Fig. 1: run 1, cells colored by class
Bar = 20 um. Fill, decap, tap and diode cells in gray.
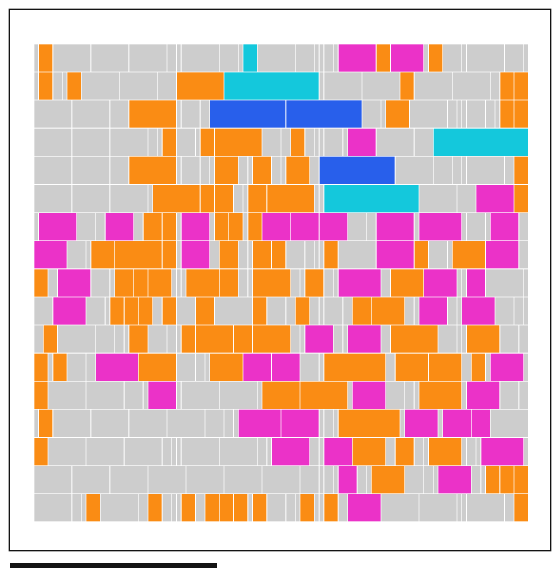
Fig. 2: run 1, pin map
Bar = 20 um. Pins as bars across the die edge, other pins in gray.
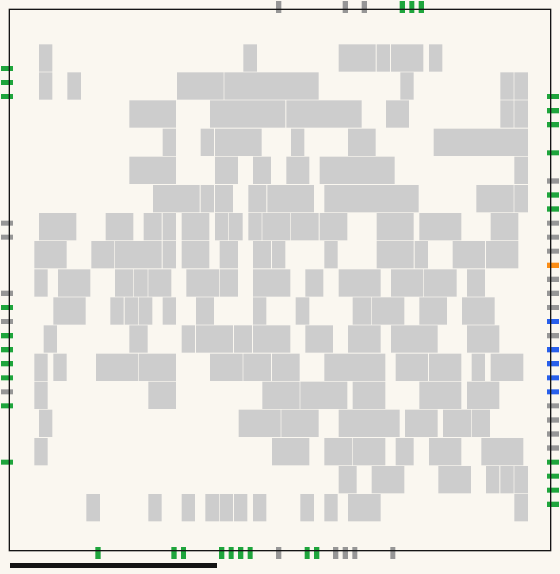
Fig. 3: run 1, track usage over the die
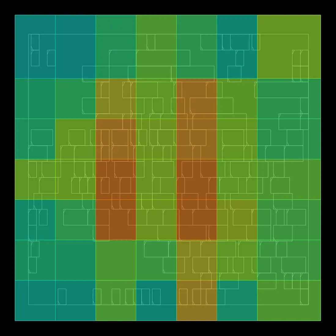
--- config.mk ---
export PLATFORM = sky130hd
export DESIGN_NAME = pipeline_hazard_ctrl
export DESIGN_NICKNAME = d
export VERILOG_FILES = /design/src/rtl/pipeline_hazard_ctrl.sv
export SDC_FILE = /design/constraint.sdc
export NUM_CORES = 1
export LEC_CHECK = 0
export CAP_MARGIN = 20
export CORE_MARGIN = 2
export CORE_UTILIZATION = 32
export CTS_BUF_LIST = sky130_fd_sc_hd__clkbuf_16
export DETAILED_ROUTE_END_ITERATION = 12
export HOLD_SLACK_MARGIN = 0.02
export PLACE_DENSITY_LB_ADDON = 0.12
export SYNTH_ARGS = -nofsm -noshare
export SYNTH_HDL_FRONTEND = slang
export SYNTH_SLANG_ARGS = --single-unit
--- constraint.sdc ---
create_clock -name i_clk -period 3.12 [get_ports i_clk]
set_input_delay 0.936 -clock i_clk [delete_from_list [all_inputs] [get_ports i_clk]]
set_output_delay 0.936 -clock i_clk [all_outputs]
set_load 0.02 [all_outputs]
--- src/rtl/pipeline_hazard_ctrl.sv ---
// Pipeline hazard controller: stall/flush generation for fetch, decode, execute and memory registers.
// Optional decode-stall counter is built only when PIPE_HAZARD_STALL_CNT_EN is defined.
module pipeline_hazard_ctrl #(
    parameter int REG_ADDR_W = 5,
    parameter int CNT_WIDTH  = 32
) (
    input  logic                  i_clk,
    input  logic                  i_arst,
    input  logic [REG_ADDR_W-1:0] i_rs1_addr_dec,
    input  logic [REG_ADDR_W-1:0] i_rs2_addr_dec,
    input  logic [REG_ADDR_W-1:0] i_rd_addr_exec,
    input  logic                  i_reg_we_exec,
    input  logic                  i_load_instr_exec,
    input  logic                  i_mispredict_exec,
    input  logic                  i_ecall_exec,
    input  logic                  i_icache_stall,
    input  logic                  i_dcache_stall,
    input  logic                  i_trap_done,
    output logic                  o_stall_fetch,
    output logic                  o_stall_dec,
    output logic                  o_stall_exec,
    output logic                  o_stall_mem,
    output logic                  o_flush_dec,
    output logic                  o_flush_exec,
    output logic                  o_trap_req,
    output logic [CNT_WIDTH-1:0]  o_stall_cnt
);

    typedef enum logic [1:0] {
        RUN       = 2'd0,
        MEM_WAIT  = 2'd1,
        TRAP_WAIT = 2'd2
    } state_e;

    state_e state_q, state_d;
    logic   trap_req_q, trap_req_d;
    logic   load_use;
    logic   run_rules;

    assign load_use = i_load_instr_exec & i_reg_we_exec & (i_rd_addr_exec != '0) &
                      ((i_rd_addr_exec == i_rs1_addr_dec) | (i_rd_addr_exec == i_rs2_addr_dec));

    always_comb begin
        // NOTE: every output gets a default first so no path through the case infers a latch.
        state_d       = state_q;
        run_rules     = 1'b0;
        o_stall_fetch = 1'b0;
        o_stall_dec   = 1'b0;
        o_stall_exec  = 1'b0;
        o_stall_mem   = 1'b0;
        o_flush_dec   = 1'b0;
        o_flush_exec  = 1'b0;

        case (state_q)
            RUN: run_rules = 1'b1;
            MEM_WAIT: begin
                if (i_dcache_stall) begin
                    o_stall_fetch = 1'b1;
                    o_stall_dec   = 1'b1;
                    o_stall_exec  = 1'b1;
                    o_stall_mem   = 1'b1;
                end else begin
                    run_rules = 1'b1;
                end
            end
            TRAP_WAIT: begin
                if (i_trap_done && !i_dcache_stall) begin
                    o_flush_dec  = 1'b1;
                    o_flush_exec = 1'b1;
                    state_d      = RUN;
                end else begin
                    o_stall_fetch = 1'b1;
                    o_stall_dec   = 1'b1;
                    o_flush_exec  = 1'b1;
                    o_stall_mem   = i_dcache_stall;
                end
            end
            default: state_d = RUN;
        endcase

        // Release from MEM_WAIT reuses the RUN priority chain in the same cycle.
        if (run_rules) begin
            state_d = RUN;
            if (i_dcache_stall) begin
                o_stall_fetch = 1'b1;
                o_stall_dec   = 1'b1;
                o_stall_exec  = 1'b1;
                o_stall_mem   = 1'b1;
                state_d       = MEM_WAIT;
            end else if (i_ecall_exec) begin
                o_stall_fetch = 1'b1;
                o_flush_dec   = 1'b1;
                o_flush_exec  = 1'b1;
                state_d       = TRAP_WAIT;
            end else if (i_mispredict_exec) begin
                o_stall_fetch = i_icache_stall;
                o_flush_dec   = 1'b1;
                o_flush_exec  = 1'b1;
            end else if (load_use) begin
                o_stall_fetch = 1'b1;
                o_stall_dec   = 1'b1;
                o_flush_exec  = 1'b1;
            end else if (i_icache_stall) begin
                o_stall_fetch = 1'b1;
                o_flush_dec   = 1'b1;
            end
        end

        if (i_arst) begin
            o_stall_fetch = 1'b0;
            o_stall_dec   = 1'b0;
            o_stall_exec  = 1'b0;
            o_stall_mem   = 1'b0;
            o_flush_dec   = 1'b0;
            o_flush_exec  = 1'b0;
        end
    end

    assign trap_req_d = (state_d == TRAP_WAIT);

    always_ff @(posedge i_clk) begin
        // NOTE: non-blocking assignments keep every flop sampling pre-edge values.
        if (i_arst) begin
            state_q    <= RUN;
            trap_req_q <= 1'b0;
        end else begin
            state_q    <= state_d;
            trap_req_q <= trap_req_d;
        end
    end

    assign o_trap_req = trap_req_q & ~i_arst;

`ifdef PIPE_HAZARD_STALL_CNT_EN
    logic [CNT_WIDTH-1:0] stall_cnt_q, stall_cnt_d;

    assign stall_cnt_d = o_stall_dec ? stall_cnt_q + CNT_WIDTH'(1) : stall_cnt_q;

    always_ff @(posedge i_clk) begin
        if (i_arst) stall_cnt_q <= '0;
        else        stall_cnt_q <= stall_cnt_d;
    end

    assign o_stall_cnt = i_arst ? '0 : stall_cnt_q;
`else
    assign o_stall_cnt = '0;
`endif

endmodule

==> qor.yml, run 1 <==
status:
  status: "finished with violations"
  violations: "negative setup slack"
placed_design:
  gp_congestion: 0.7829
  dpl.cell_count: 174
  hpwlAfterDp_um: 1368
  pre_cts_slack_ns: -0.8625
drt:
  wl_met1_um: 804
  wl_met2_um: 732
  drt-total-wl_um: 1783
  vias: 749
  drcViolationCount: 0
  wl_met3_um: 230
  highest_layer: "met4"
  viasPerCell: 4.184
clock_tree:
  htreeDepth: 1
  cts_root_buffer: "clkbuf_16"
  cts.clk_slew.worst_paths_ns: 0.03
  cts_setup_buffers: 1
  cts.sinks: 3
  numCtsBuffers: 3
global_routing:
  grt_start_max_net_pins: 9
  grt_util_all_layers: 0.1359
synth:
  most_common_cell: "buf_4"
  ys_sh_mux: 0
  synth_top_area_share: 0.3227
  edf_count: 0
  post_synth.cell_area_avg_um2: 7.090
  adder_share: 0.08403
  synth_cell_types: 28
  ys_area_um2: 744.5
  ys_sh_simple: 0.1849
  synth-main-ff-cell: "dfxtp_1"
  yosysWarningCount: 0
  syn_area_um2: 744.5
  synth_cells: 105
  ys_seq_frac: 0.08067
setup_path:
  critPathArrivalTime_ns: 2.26
  rr_startpoint: "state_q[1]$_SDFF_PP0_"
  cp_slowest_cell: "or4_4"
  crit_family: "simple AND/OR/NAND/NOR gates"
  cp_max_fo: 2
  cp-start-kind: "input port"
final_timing:
  slew_viol_final: 0
  skew_ns: 0.001509
  setup_viol: 3
  setup_tns_ns: -0.1566
  rsz0062_at_grt: "true"
  holdWs_ns: 0.7107
  setup_ws_ns: -0.07413
  min_period_over_period: 1.024
layout:
  instances_no_fill: 179
  antenna_cells: 0
  layout.nets: 181
  largest_reg_flops: 2
power:
  power.total_uw: 419.5
  ir_worst_vdd_mv: 0.2912
die:
  die_w_um: 52.24
  initCoreUtil: 0.3365
hold_path:
  hp-class: "reg -> reg"
## Picture notes: Fig. 1
class	color	cells	share of their area
remaining logic cells	orange	100	54%
clock drivers and dummy loads	cyan	4	7.0%
remaining buffers and delay cells	magenta	44	34%
registers	blue	3	5.4%
final instance area: 1154 um^2
Layout Utilization: 0.5215
# rows: 17
sequential share of cell area: 0.05206
Core Region: 2212 um^2

## Picture notes: Fig. 2
port	color	pins	direction	edge
`i_rs1_addr_dec`	blue	5	input	right
`o_stall_fetch`	orange	1	output	right
`o_stall_cnt`	green	32	output	10 left, 10 right, 9 bottom, 3 top
all pins by edge	28 right, 15 left, 14 bottom, 6 top
port bufs: 30
Die Ht: 52.24 um

## Picture notes: Fig. 3
grt met1 use: 0.1834
global routing's busiest layer: met2
M2 GR Usage: 0.2046
routed length per instance: 9.961 um

==> run 1: cell type report <==
type                    count  area [um^2]
clock buffers               3        75.07
clock inverters             1        3.754
fillers                   246         1059
inverters                   5        18.77
multi-input cells          95        584.3
flip-flops and latches      3        60.06
well taps                  28        35.03
repair buffers             44        376.6
==> run 1: report_power, final <==
group	internal, uW	total (uW)	switching, uW
registers	41.4	43.8	2.43
logic	73.5	175	101
clock network	165	201	35.5
total	280	420	139
==> run 1: path summary, 6_finish.rpt <==
path / slack, ns / cells past startpoint / end
setup / recovery: -0.07 / 6 / o_flush_exec
hold / removal: 0.71 / 3 / state_q[0]$_SDFF_PP0_
setup reg to reg: 1.58 / 7 / trap_req_q$_SDFF_PP0_
hold reg to reg: 0.71 / 3 / state_q[0]$_SDFF_PP0_
Fig. 4: run 1, cell density map
10 x 10 tiles, from black (low) to pale yellow (high), 0 to 100% covered.
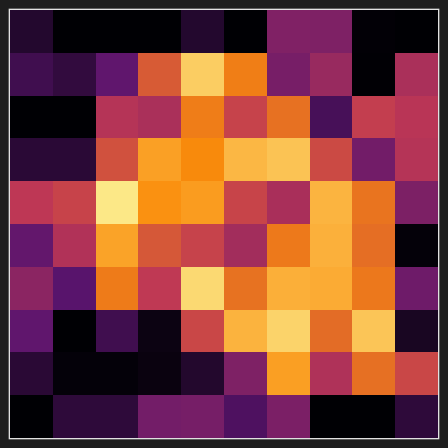

==> run 1 -> run 2 <==
GPL_TIMING_DRIVEN = 0   (was not set)
Fig. 5: run 2, cell density map
10 x 10 tiles, from black (low) to pale yellow (high), 0 to 100% covered.
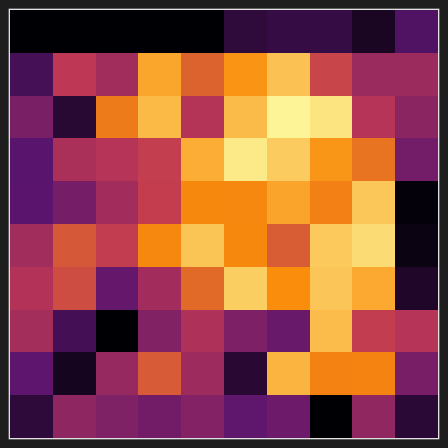
mean over tiles	47%
tiles over 75% full	22%
nearly empty tiles	8.0%
Layout Utilization: 0.5950
fp util: 0.3365

==> run 2 against run 1 <==
  * The flow still finishes with violations (negative setup slack)
  * Hold slack gained 0.011 ns
  * Fmax shrank 0.48%
  * Clock skew grew 0.0011 ns
  * Combinational power grew about 10%
  * Critical endpoint unchanged
  * Largest power group unchanged
  * Via count grew 9.2%
  * Total power grew 4.3%
  * Routed wire length grew 5.8%
==> qor.yml, run 2 <==
status:
  violations: "negative setup slack"
  status: "finished with violations"
hold_path:
  min_delay_path_depth: 3
  hp-class: "reg -> reg"
synth:
  edf_count: 0
  adder_share: 0.08403
  synth_cells: 105
  synth_cell_types: 28
  ys_area_um2: 744.5
  yosysWarningCount: 0
  most_common_cell: "buf_4"
  synth_top_area_share: 0.3227
power:
  p_sw_uw: 139.7
  clockPowerShare: 0.455
  p_int_uw: 297.8
  largestPowerGroup: "the clock network"
  switching_share: 0.3193
  ir_worst_vdd_mv: 0.4152
  p_clk_uw: 199
  share_comb_of_total_power: 0.444
layout:
  comb_share: 0.4306
  signal_buffers: 67
  sh_seq_area: 0.04563
  clock_cell_area_share: 0.05989
  clkbuf_count: 3
  antenna_cells: 0
  logic_area_um2: 566.8
  instances_no_fill: 202
final_timing:
  setup_viol: 3
  setup_ws_ns: -0.08938
  skew_ns: 0.002631
  holdWs_ns: 0.7217
placed_design:
  pre_cts_slack_ns: -0.9360
  hpwlAfterDp_um: 1475
  dpl.cell_count: 193
clock_tree:
  numCtsBuffers: 3
  cts.sinks: 3
setup_path:
  cp_max_fo: 2
  critPathArrivalTime_ns: 2.27
  crit_family: "simple AND/OR/NAND/NOR gates"
  r2r_end: "trap_req_q$_SDFF_PP0_"
  cp_slowest_cell: "or4_4"
  cp-start-kind: "input port"
  rrSetupSlack_ns: 1.59
die:
  core_um2: 2212
  rows: 17
  taps: 28
drt:
  viasPerCell: 4.050
Fig. 6: run 2, track usage over the die
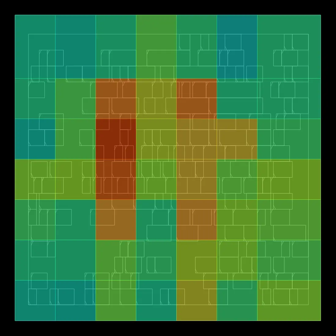
met3 usage: 0.03714
M2 GR Usage: 0.2384
routed length per instance: 9.337 um
gr usage total: 0.1383

==> run 2: cell counts after synthesis <==
No cell type changed its count.
==> run 2: how the worst max path moves through the flow <==
stage / end / cells past startpoint
floorplan: o_flush_exec / 4
detailed placement: o_flush_dec / 6
CTS: o_flush_exec / 6
global route: o_flush_exec / 6
global placement: o_flush_dec / 6
finish: o_flush_exec / 6
==> run 2: layer usage <==
metal  global-route usage  vias up  wire [um]
li1                     -      425          -
met1               0.1730      346        882
met2               0.2384       47        803
met3              0.03714        0        199
met4              0.02564        0          0
met5                    0        -          0
==> run 2: tightest hold or removal path, delay by kind of cell, from the launching register on <==
family                   cells  cell delay (ns)
flip-flops                   1             0.38
adder cells (fa/ha/maj)      1             0.17
AND/OR/NAND/NOR              1             0.07
AND-OR/OR-AND                1             0.06
==> run 2 -> run 3 <==
SLEW_MARGIN = 10   (was not set)
Fig. 7: run 3, cell density map
10 x 10 tiles, from black (low) to pale yellow (high), 0 to 100% covered.
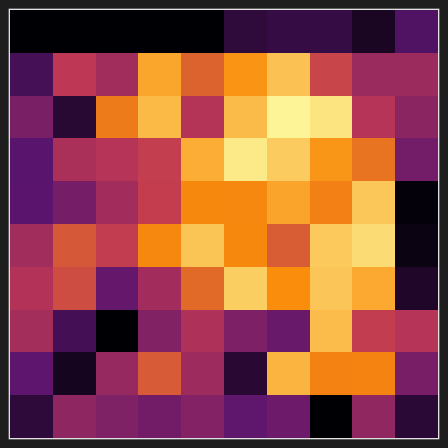
mean over tiles	47%
nearly empty tiles	8.0%
tiles over 75% full	22%
densest ninth of the die	center
fullest tile	98%

Fig. 8: run 3, track usage over the die
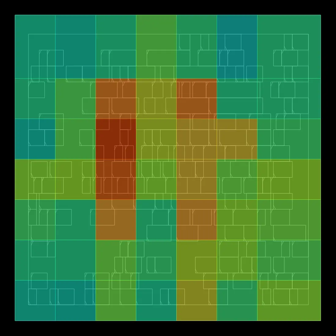
grt met1 use: 0.1730

==> run 3 against run 2 <==
  * The run still ends with negative setup slack left
  * Sequential power hardly changed
  * Clock-buffer cell count stayed put
  * Fmax stayed put
  * Flip-flop count stayed put
  * Register-to-register slack hardly changed
  * First-iteration DRC count stayed put
  * Synthesized cell count stayed put
  * Via count stayed put
  * Die size stayed put
  * Critical path type unchanged
  * Critical endpoint unchanged
  * Highest routed layer unchanged
==> qor.yml, run 3 <==
layout:
  largest_reg_flops: 2
  ff_count: 3
  final_core_util: 0.5950
  comb_share: 0.4306
  num-multi-input-gates: 95
  buf_share: 0.4230
  signal_buffers: 67
  instances_no_fill: 202
  sh_seq_area: 0.04563
  logic_area_um2: 566.8
  dominant_cells: "multi-input combinational cells"
  design_area_um2: 1316
power:
  p_seq_frac: 0.101
  p_sw_uw: 139.7
  powerComb_uw: 194
  share_comb_of_total_power: 0.444
  p_clk_uw: 199
  ir_worst_vdd_mv: 0.4152
  switching_share: 0.3193
synth:
  synth_cells: 105
  synth-main-ff-cell: "dfxtp_1"
  edf_count: 0
  ys_area_um2: 744.5
  syn_area_um2: 744.5
  synth_cell_types: 28
setup_path:
  cp_slowest_cell: "or4_4"
  critPathArrivalTime_ns: 2.27
  cp-start-kind: "input port"
  crit_family: "simple AND/OR/NAND/NOR gates"
final_timing:
  setup_viol: 3
  setup_ws_ns: -0.08938
  min_period_over_period: 1.029
  skew_ns: 0.002631
  slew_viol_final: 0
global_routing:
  grt_start_max_net_pins: 9
  gr-usage-met3: 0.03714
  grt_util_all_layers: 0.1383
  use_met2: 0.2384
  busiest_layer: "met2"
placed_design:
  dpl.cell_count: 193
drt:
  vias: 818
  viasPerCell: 4.050
  wire_per_inst_um: 9.337
  wl_met2_um: 803
  highest_layer: "met3"
clock_tree:
  htreeDepth: 1
  numCtsBuffers: 3
  cts_root_buffer: "clkbuf_16"
status:
  status: "finished with violations"
  violations: "negative setup slack"
die:
  rows: 17
  dieHeight_um: 52.24
  initCoreUtil: 0.3365
  core_um2: 2212
[run 3: path summary, 6_finish.rpt]
path	startpoint	to	slack [ns]	cells past startpoint
max	i_rd_addr_exec[4]	o_flush_exec	-0.09	6
min reg2reg	state_q[0]$_SDFF_PP0_	state_q[0]$_SDFF_PP0_	0.72	3
max reg2reg	state_q[0]$_SDFF_PP0_	trap_req_q$_SDFF_PP0_	1.59	6
min	state_q[0]$_SDFF_PP0_	state_q[0]$_SDFF_PP0_	0.72	3
[run 3: cell families after synthesis]
kind of cell | synth area share
buffers and inverters | 0.3546
and+or+nand+nor | 0.1849
AOI/OAI and AO/OA | 0.1731
xor gates and xnor gates | 0.1176
adders and majority gates | 0.08403
DFF | 0.08068
other | 0.005037
Power is estimated from default activity; no workload was simulated.
